===== src/rtl/bit_serializer_pkg.sv =====
// Shared definitions for the parallel-in/serial-out bit serializer.
// State encoding and counter width helpers.
package bit_serializer_pkg;

    typedef enum logic [1:0] {
        IDLE  = 2'd0,
        SHIFT = 2'd1,
        GAP   = 2'd2
    } state_t;

    // A zero-cycle gap still needs a legal one-bit counter.
    function automatic int gap_width(input int gap_cycles);
        return (gap_cycles > 0) ? $clog2(gap_cycles + 1) : 1;
    endfunction

endpackage


===== src/rtl/bit_serializer.sv =====
// Serializes WIDTH-bit words onto a registered bit stream with a strobe,
// optional idle gap per word, and a synchronous flush.
module bit_serializer
    import bit_serializer_pkg::*;
#(
    parameter int WIDTH      = 8,
    parameter bit MSB_FIRST  = 1'b1,
    parameter int GAP_CYCLES = 0,
    parameter bit IDLE_BIT   = 1'b0
) (
    input  logic             clk,
    input  logic             rst,
    input  logic             flush,
    input  logic [WIDTH-1:0] data_in,
    input  logic             data_valid,
    output logic             data_ready,
    output logic             bit_out,
    output logic             bit_valid,
    output logic             word_done,
    output logic             busy
);

    localparam int CW = $clog2(WIDTH);
    localparam int GW = gap_width(GAP_CYCLES);

    state_t           state;
    state_t           state_n;
    logic [WIDTH-1:0] shreg;
    logic [CW-1:0]    cnt;
    logic [GW-1:0]    gcnt;
    logic             last;
    logic             gap_last;
    logic             accept;
    logic             head_bit;
    logic             first_bit;

    // Shift so the next bit to send always sits at the head position.
    function automatic logic [WIDTH-1:0] advance(input logic [WIDTH-1:0] v);
        if (MSB_FIRST) return {v[WIDTH-2:0], 1'b0};
        else           return {1'b0, v[WIDTH-1:1]};
    endfunction

    assign last      = (cnt == CW'(WIDTH - 1));
    assign gap_last  = (gcnt == GW'(GAP_CYCLES - 1));
    assign head_bit  = MSB_FIRST ? shreg[WIDTH-1] : shreg[0];
    assign first_bit = MSB_FIRST ? data_in[WIDTH-1] : data_in[0];
    assign accept    = data_valid & data_ready;
    assign busy      = (state != IDLE);

    always_comb begin
        data_ready = 1'b0;
        if (!flush) begin
            data_ready = (state == IDLE) ||
                         (state == SHIFT && last && GAP_CYCLES == 0);
        end
    end

    always_comb begin
        state_n = state;
        if (flush) begin
            state_n = IDLE;
        end else begin
            unique case (state)
                IDLE: begin
                    if (accept) state_n = SHIFT;
                end
                SHIFT: begin
                    if (last) begin
                        if (accept)              state_n = SHIFT;
                        else if (GAP_CYCLES > 0) state_n = GAP;
                        else                     state_n = IDLE;
                    end
                end
                GAP: begin
                    if (gap_last) state_n = IDLE;
                end
                default: state_n = IDLE;
            endcase
        end
    end

    always_ff @(posedge clk or posedge rst) begin
        if (rst) state <= IDLE;
        else     state <= state_n;
    end

    always_ff @(posedge clk or posedge rst) begin
        if (rst) begin
            shreg     <= '0;
            cnt       <= '0;
            gcnt      <= '0;
            bit_out   <= IDLE_BIT;
            bit_valid <= 1'b0;
            word_done <= 1'b0;
        end else if (flush) begin
            cnt       <= '0;
            gcnt      <= '0;
            bit_out   <= IDLE_BIT;
            bit_valid <= 1'b0;
            word_done <= 1'b0;
        end else begin
            word_done <= 1'b0;
            if (accept) begin
                shreg     <= advance(data_in);
                bit_out   <= first_bit;
                bit_valid <= 1'b1;
                cnt       <= '0;
            end else begin
                unique case (state)
                    SHIFT: begin
                        if (!last) begin
                            shreg     <= advance(shreg);
                            bit_out   <= head_bit;
                            cnt       <= cnt + CW'(1);
                            word_done <= (cnt == CW'(WIDTH - 2));
                        end else begin
                            bit_out   <= IDLE_BIT;
                            bit_valid <= 1'b0;
                            cnt       <= '0;
                            gcnt      <= '0;
                        end
                    end
                    GAP: begin
                        if (!gap_last) gcnt <= gcnt + GW'(1);
                    end
                    default: begin
                        bit_out   <= IDLE_BIT;
                        bit_valid <= 1'b0;
                    end
                endcase
            end
        end
    end

endmodule


===== config.mk =====
export PLATFORM = sky130hd
export DESIGN_NAME = bit_serializer
export DESIGN_NICKNAME = d
export VERILOG_FILES = /design/src/rtl/bit_serializer_pkg.sv /design/src/rtl/bit_serializer.sv
export SDC_FILE = /design/constraint.sdc
export NUM_CORES = 1
export LEC_CHECK = 0
export CORE_MARGIN = 2
export CORE_UTILIZATION = 50
export CTS_CLUSTER_DIAMETER = 100
export DETAILED_ROUTE_END_ITERATION = 8
export GPL_TIMING_DRIVEN = 0
export PLACE_DENSITY = 0.8
export SLEW_MARGIN = 20
export SYNTH_ARGS = -nofsm -noshare
export SYNTH_HDL_FRONTEND = slang
export SYNTH_SLANG_ARGS = --single-unit

===== constraint.sdc =====
create_clock -name clk -period 2.9 [get_ports clk]
set_clock_uncertainty 0.1 [all_clocks]
set_input_delay 0.725 -clock clk [delete_from_list [all_inputs] [get_ports clk]]
set_output_delay 0.725 -clock clk [all_outputs]
set_load 0.01 [all_outputs]

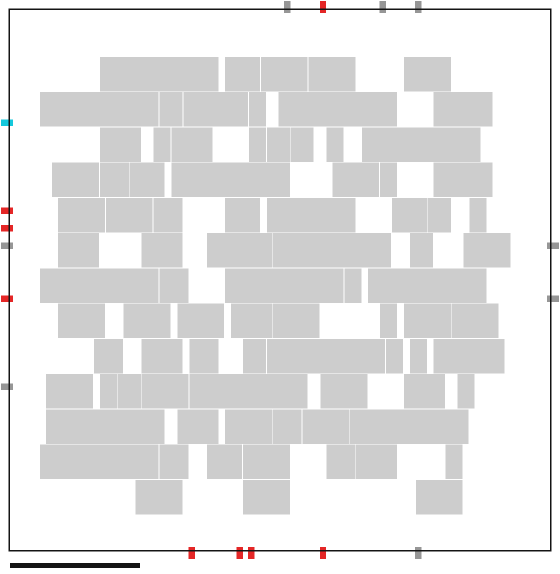
Fig. 1. Pin map (run 1).
Bar = 10 um. Pins as bars across the die edge, other pins in gray.
Cyan shows clk, pins 1, direction input, edge west. Red shows data_in, pins 8, direction input, edge 4 south, 3 west, 1 north.
All pins by edge: 6 west, 5 south, 4 north, 2 east.
width of the die: 41.7 um
PortBufs: 16
die boundary height: 41.7 um

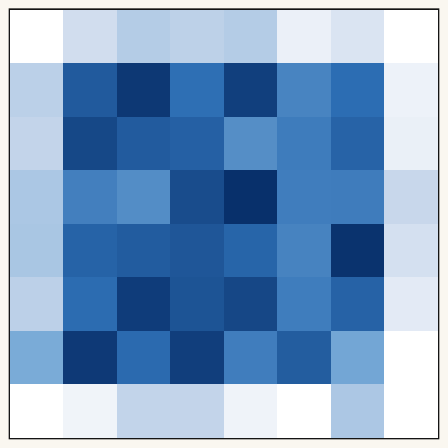
Fig. 2. Placement density heat map (run 1).
8 x 8 tiles, from white (low) to dark blue (high), 0 to 100% covered.
The fullest tile reaches 100%. 38% of the tiles are over 75% full. The mean over all tiles is 53%. 9.4% of the tiles are nearly empty. The densest ninth of the die: center.

==> impl_metrics.csv, run 1 <==
group,metric,value,unit
run,log.warning_count,27,
route,via_count,585,
power,powerSeq,225,uW
floorplan,tapCellCount,15,
route,antenna_left,0,
global_routing,grt_max_degree,15,
route,dr.max_layer_used,"met4",
yosys,yosysWarnings,0,
global_routing,grt_util_met1,25.4,%
cts,clkSinkCount,14,
power,cell_internal_pwr,337,uW
floorplan,rows,13,
worst_setup_path,timing.critical_path.cells,"ha_1, ha_2, and2b_4, nor2_1, clkdlybuf4s50_1",
yosys,synth_cells,65,
cts,cts.htree.levels,1,
yosys,dominant_synthesized_flop_cell,"sky130_fd_sc_hd__dfrtp_1",
global_routing,total_congestion_overflow,0,
sta,slew_headroom,63.9,%
finish,final_layout_top_logic_cell,"sky130_fd_sc_hd__clkdlybuf4s50_1",
cts,worst_setup_hold_path_clk_slew,0.09,ns
floorplan,initCoreUtil,53.8,%
floorplan,dieArea,0.00174,mm2
route,detailroute.wirelength.met3,67,um
route,met2_wirelength,698,um
finish,layout.area.top_class,"flip-flops and latches",
route,m1WireLength,655,um
cts,cts_tree,"built",
yosys,avgSynthCellArea,10.9,um2
route,drt_wl_total,1460,um
finish,clock_cell_area_share,3.88,%
finish,final_cell_mix,"sky130_fd_sc_hd__clkdlybuf4s50_1, sky130_fd_sc_hd__dfrtp_1, sky130_fd_sc_hd__o2bb2ai_1",
power,combinationalPower,83.0,uW
worst_setup_path,criticalPathCategory,"reg2out",
finish,fraction_of_layout_instances_using_a_drive_strength_above_1,20.0,%
worst_setup_path,crit_path_start_kind,"flip-flop",
global_routing,first_global_vias,585,
worst_setup_path,worstPathMaxFanout,10,
global_routing,grt.total_usage,19.4,%
finish,nonClkBufAreaFrac,20.3,%
route,wire_per_inst,14.6,um
power,power_clock,144,uW
global_routing,grt_first_pass_wirelength,2560,um
status,run_status,"complete, no violations",
cts,cts_made_buffers,3,
floorplan,ios,17,
yosys,synth_flop_count,14,
yosys,netlist.top_cell.by_area,"sky130_fd_sc_hd__dfrtp_1",
finish,ff_latch_area,350,um2
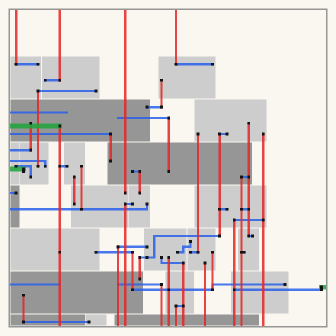
Fig. 3. Close-up of the layout (run 1).
Window x 21 to 41, y 21 to 41 um. Cells in gray, sequential cells in the stronger gray; small squares are vias.
Green shows met3. Red shows met2. Blue shows met1.
18 logic cells have their middle in the window. Sequential cells in the window: 3. Netlist names of flops here include cnt (2), bit_out (1). Most frequent: clkdlybuf4s50_1 (5), dfrtp_1 (3).

[run 1: flip-flops by register name, summed over array words and instances (netlist names)]
register / cells
state: 1
bit_out: 1
shreg: 7
bit_valid: 1
word_done: 1
cnt: 3
[run 1: what timing repair did]
item | CTS | global route
setup buffers | 0 | 0
hold buffers | 0 | 0
gates resized | 5 | 0
setup endpoints to repair | 1 | 0
[run 1: path summary, 6_finish.rpt]
check	slack (ns)	to	startpoint
min	0.40	shreg[3]	shreg[3]
min reg2reg	0.40	shreg[3]	shreg[3]
max in group asynchronous	1.67	shreg[1]	rst
min in group asynchronous	0.67	shreg[4]	rst
max	0.09	data_ready	cnt[0]
max reg2reg	1.22	shreg[2]	cnt[0]
[run 1: cell families (layout without fill, tap and decap cells)]
logic type | after synthesis | count (layout) | synth area share (%)
flip-flops | 14 | 14 | 49.4
AND/OR/NAND/NOR | 21 | 21 | 18.3
adder cells (fa/ha/maj) | 3 | 3 | 5.29
buffers and inverters | 7 | 27 | 4.59
multiplexers | 1 | 1 | 1.41
AND-OR/OR-AND | 19 | 19 | 21.0
[run 1: critical path: cells and delay by family (launching register included)]
| family | cells | cell delay (ns) |
|---|---|---|
| buffers and inverters | 1 | 0.54 |
| adder cells (fa/ha/maj) | 2 | 0.45 |
| AND/OR/NAND/NOR | 2 | 0.32 |
| flip-flops | 1 | 0.39 |
[run 1: cells in the mapped netlist, drive strengths merged (2+ instances only)]
master	count
ha	3
inv	3
dfrtp	14
a21oi	3
nor2	5
nand2b	2
o2bb2ai	7
buf	3
nand2	5
a31oi	6
and3b	6
[run 1: metrics by stage]
step,setup TNS (ns),std cells,utilization [%],instance area [um2]
after floorplan,0,65,-,709
after global placement,-0.210,96,67.4,888
after detailed placement,-0.196,96,67.4,888
after CTS,0,100,71.0,936
after global routing,0,100,71.0,936
final,0,100,71.0,936
Fig. 4: run 1, sizing map
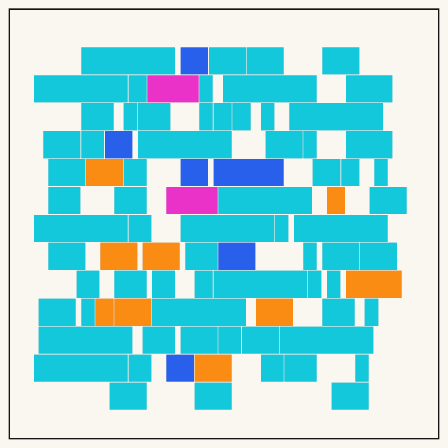

==> run 2, diff against run 1 <==
- CORE_UTILIZATION: 50 -> 47
- PLACE_DENSITY: 0.8 -> 0.76
- clock period: 2.9 -> 2.6 ns (I/O delays scaled with it)
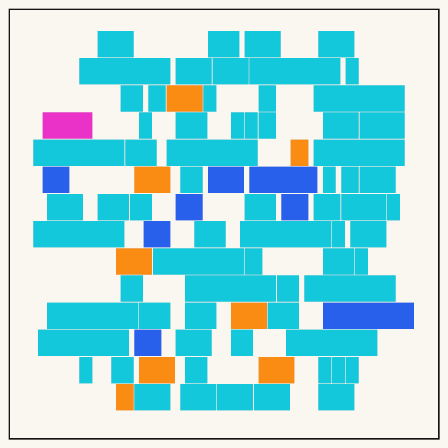
Fig. 5. Sizing map (run 2).
Orange shows drive 2, cells 8, most used and3b_2. Magenta shows drive 6 and up, cells 1, most used clkbuf_8. Blue shows drive 3 to 4, cells 8, most used clkbuf_4. Cyan shows drive 1 or less, cells 68.

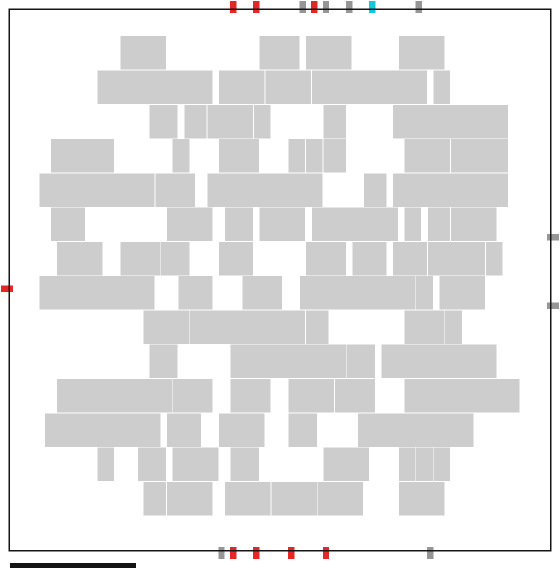
Fig. 6. Pin map (run 2).
Bar = 10 um. Pins as bars across the die edge, other pins in gray.
Red shows data_in, pins 8, direction input, edge 4 south, 3 north, 1 west. Cyan shows clk, pins 1, direction input, edge north.
All pins by edge: 8 north, 6 south, 2 east, 1 west.

==> run 2 against run 1 <==
Net effect: critical path depth is the same; synthesized cell count is the same; highest routed layer unchanged; clock-buffer cell count unchanged; combinational power increased by 11%; hold slack worse by 0.0057 ns; final area up 0.40%; utilization is 6.4 points lower.
==> impl_metrics.csv, run 2 <==
group,metric,value,unit
power,powerSeq,251,uW
yosys,synth_cells,65,
status,run_status,"complete, no violations",
yosys,synth.area.mux_share,1.41,%
yosys,avgSynthCellArea,10.9,um2
route,antenna_left,0,
worst_setup_path,critical_path.reg2reg.endpoint,"shreg[7]",
floorplan,dieHeight,42.9,um
power,cell_internal_pwr,374,uW
worst_setup_path,worstPathMaxFanout,10,
yosys,xor_area_share,0,%
finish,max_reg_flops,7,
worst_hold_path,hold_path.startpoint,"shreg[2]",
placed_design,portBuffers,16,
route,drt_wl_total,1560,um
yosys,most_repeated_cell_in_the_gate_level_netlist_after_synthesis,"sky130_fd_sc_hd__dfrtp_1",
run,log.warning_count,27,
placed_design,detailed_place.area,890,um2
floorplan,initCoreUtil,48.8,%
worst_setup_path,criticalPathCategory,"reg2out",
==> run 2: cell counts after synthesis <==
Identical to the previous run, type by type.
==> run 2: layout make-up <==
cell class | count | share of cell area (%)
Clock buffer | 4 | 3.86
Inverter | 3 | 1.20
Multi-Input combinational cell | 44 | 36.1
Timing Repair Buffer | 16 | 16.8
Tap cell | 16 | 2.13
Sequential cell | 14 | 37.3
Buffer | 4 | 2.66
==> run 2: per-layer routing <==
| metal | GRT usage, % | wire (um) |
|---|---|---|
| met5 | 0 | 0 |
| met4 | 6.88 | 18 |
| met3 | 7.66 | 56 |
| met2 | 32.4 | 800 |
| met1 | 20.8 | 681 |
==> run 2: per-stage QoR <==
| step | TNS, ns | power (mW) | hold WS [ns] | setup slack [ns] | instances |
|---|---|---|---|---|---|
| 2_1_floorplan | 0 | 0.306 | 0.348 | 0.670 | 65 |
| 3_3_place_gp | -0.375 | 0.344 | 0.368 | -0.375 | 97 |
| 3_5_place_dp | -0.411 | 0.347 | 0.369 | -0.411 | 97 |
| 4_1_cts | 0 | 0.501 | 0.395 | 0.0717 | 101 |
| 5_1_grt | 0 | 0.520 | 0.401 | 0.0443 | 101 |
| 6_report | 0 | 0.495 | 0.390 | 0.0898 | 101 |
==> run 2: kinds of logic after synthesis <==
kind of cell             after synthesis
AND/OR/NAND/NOR                       21
adder cells (fa/ha/maj)                3
AND-OR/OR-AND                         19
buffers and inverters                  7
multiplexers                           1
flip-flops                            14
==> run 2: what timing repair did <==
item                       in CTS  in global routing
setup endpoints to repair       1                  0
resized                         6                  0
hold buffers                    0                  0
==> run 2: critical path: cells and delay by family, from the launching register on <==
family	cells	cell delay (ns)
simple gates	2	0.34
flops	1	0.42
fa+ha+maj	2	0.44
buf+inv	1	0.28
Fig. 7: run 2, close-up of the layout
Window x 22 to 42, y 22 to 42 um. Cells in gray, sequential cells in the stronger gray; small squares are vias.
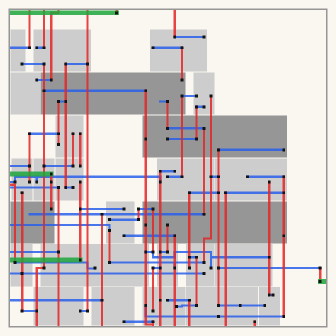

==> run 3, diff against run 2 <==
- GPL_TIMING_DRIVEN: 0 -> default
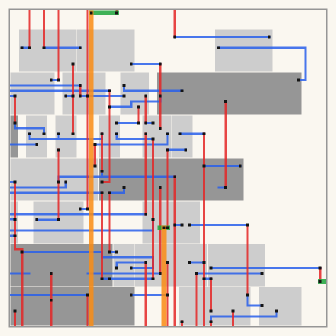
Fig. 8. Close-up of the layout (run 3).
Window x 22 to 42, y 22 to 42 um. Cells in gray, sequential cells in the stronger gray; small squares are vias.
Orange shows met4. Green shows met3. Blue shows met1. Red shows met2.
Netlist names of flops here include cnt (2). Most frequent: clkdlybuf4s50_1 (5), dfrtp_1 (4). Sequential cells in the window: 4. 23 logic cells have their middle in the window.

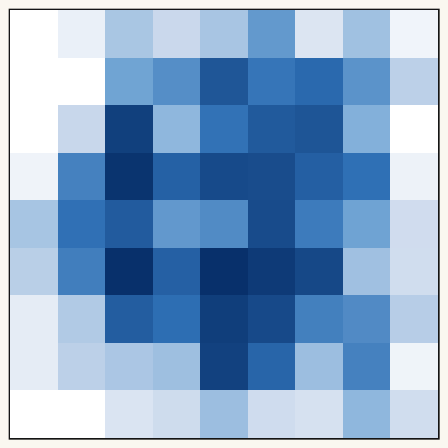
Fig. 9. Placement density heat map (run 3).
9 x 9 tiles, from white (low) to dark blue (high), 0 to 100% covered.
The densest ninth of the die: center. The mean over all tiles is 49%. The fullest tile reaches 100%. 8.6% of the tiles are nearly empty. 28% of the tiles are over 75% full.
Core Box Area: 0.00145 mm2
initial core utilization: 48.8%
Final Util: 63.7%

==> run 3 against run 2 <==
Net effect: clock-buffer cell count unchanged; first-iteration DRC count rose to 2.5 times the previous value; hold slack better by 0.0044 ns; clock power about the same; area after synthesis unchanged; wire length down 5.1%; final area down 1.5%; fmax up 2.9%; global-route usage about the same; largest power group unchanged.
==> impl_metrics.csv, run 3 <==
group,metric,value,unit
status,run_status,"complete, no violations",
yosys,synth.area.mux_share,1.41,%
power,sequentialPowerShare,50.6,%
sta,post-route-worst-setup-slack,0.161,ns
route,antenna_left,0,
power,cell_internal_pwr,374,uW
yosys,synth_cells,65,
yosys,synth_largest_type_area_fraction,49.4,%
cts,cts-root-to-sink-buffers,2,
worst_setup_path,worst_path_dominant_cell_family,"flip-flops",
sta,hold-worst-slack,0.395,ns
worst_setup_path,criticalPathCategory,"reg2out",
global_routing,total_congestion_overflow,0,
finish,final_cell_mix,"sky130_fd_sc_hd__clkdlybuf4s50_1, sky130_fd_sc_hd__dfrtp_1, sky130_fd_sc_hd__o2bb2ai_1",
finish,max_reg_flops,7,
global_routing,first_global_vias,604,
placed_design,place_ws,0.120,ns
worst_setup_path,critical-path-slowest-cell,"sky130_fd_sc_hd__dfrtp_1",
cts,cts_tree,"built",
worst_setup_path,critical_path_most_common_cell,"sky130_fd_sc_hd__ha_1",
worst_hold_path,worst_hold_path_type,"reg2reg",
worst_setup_path,crit_path_max_incr_delay,0.42,ns
yosys,yosys_area,709,um2
yosys,synth_flop_count,14,
yosys,most_repeated_cell_in_the_gate_level_netlist_after_synthesis,"sky130_fd_sc_hd__dfrtp_1",
finish,areaGrowthSynthToFinish,30.5,%
global_routing,grt_max_degree,15,
yosys,synth.cellmix.compoundShare,21.0,%
sta,tns,0,ns
yosys,avgSynthCellArea,10.9,um2
placed_design,detailed_place.area,891,um2
run,log.warning_count,27,
worst_setup_path,worstPathMaxFanout,5,
placed_design,portBuffers,16,
floorplan,dieHeight,42.9,um
cts,post-cts-setup-buffer-count,0,
yosys,ys_cells,65,
placed_design,detailed_place_hpwl,1080,um
yosys,xor_area_share,0,%
yosys,synth.yosys.seq_area_share,49.4,%
finish,final_area,926,um2
route,via_count,584,
placed_design,number_of_placed_cells_counting_well_taps,96,
cts,worst_setup_hold_path_clk_slew,0.09,ns
worst_setup_path,crit_path_start_kind,"flip-flop",
worst_setup_path,timing.critical_path.buf_inv,1,
route,drt_wl_total,1480,um
floorplan,dieArea,0.00184,mm2
worst_setup_path,worst-endpoint-required,1.85,ns
finish,finish.cell_count_without_fillers,100,
## run 3: path summary, 6_finish.rpt
check	start	end	slack (ns)	depth (start not counted)
setup / recovery	cnt[0]	data_ready	0.16	5
hold / removal	shreg[3]	shreg[3]	0.39	1
hold reg to reg	shreg[3]	shreg[3]	0.39	1
min in group asynchronous	rst	cnt[1]	0.60	2
max in group asynchronous	rst	shreg[2]	1.45	2
setup reg to reg	cnt[0]	shreg[5]	0.76	6
## run 3: layout make-up
cell class / instances / area (um2)
Clock buffer: 4 / 36.3
Fill cell: 116 / 528
Inverter: 3 / 11.3
Multi-Input combinational cell: 44 / 327
Sequential cell: 14 / 350
Tap cell: 16 / 20.0
Timing Repair Buffer: 19 / 181
## run 3: metal layers
layer | GRT usage, % | share of wire, % | up-vias
met2 | 30.3 | 49 | 10
met5 | 0 | 0 | -
met4 | 14.4 | 2.4 | 0
met3 | 2.55 | 1.8 | 4
li1 | - | - | 274
met1 | 22.8 | 46 | 296
## run 3: per-stage QoR
step | util [%] | power [mW]
6_report | 63.7 | 0.497
5_1_grt | 63.7 | 0.522
3_5_place_dp | 61.3 | 0.347
4_1_cts | 63.7 | 0.500
2_1_floorplan | - | 0.306
3_3_place_gp | 61.3 | 0.344
## run 3: what timing repair did
item / 4_1_cts / 5_1_grt
hold buffers: 0 / 0
resized: 1 / 0
setup endpoints to repair: 1 / 0
## run 3: power groups by stage
stage | Clock (mW) | Sequential (mW) | Combinational (mW)
after detailed placement | 0 | 0.255 | 0.0919
after floorplan | 0 | 0.253 | 0.0533
after global placement | 0 | 0.254 | 0.0898
after global routing | 0.170 | 0.253 | 0.0994
after CTS | 0.158 | 0.251 | 0.0913
final | 0.155 | 0.251 | 0.0905
No activity file was given, so power comes from the tool's default toggle rates.
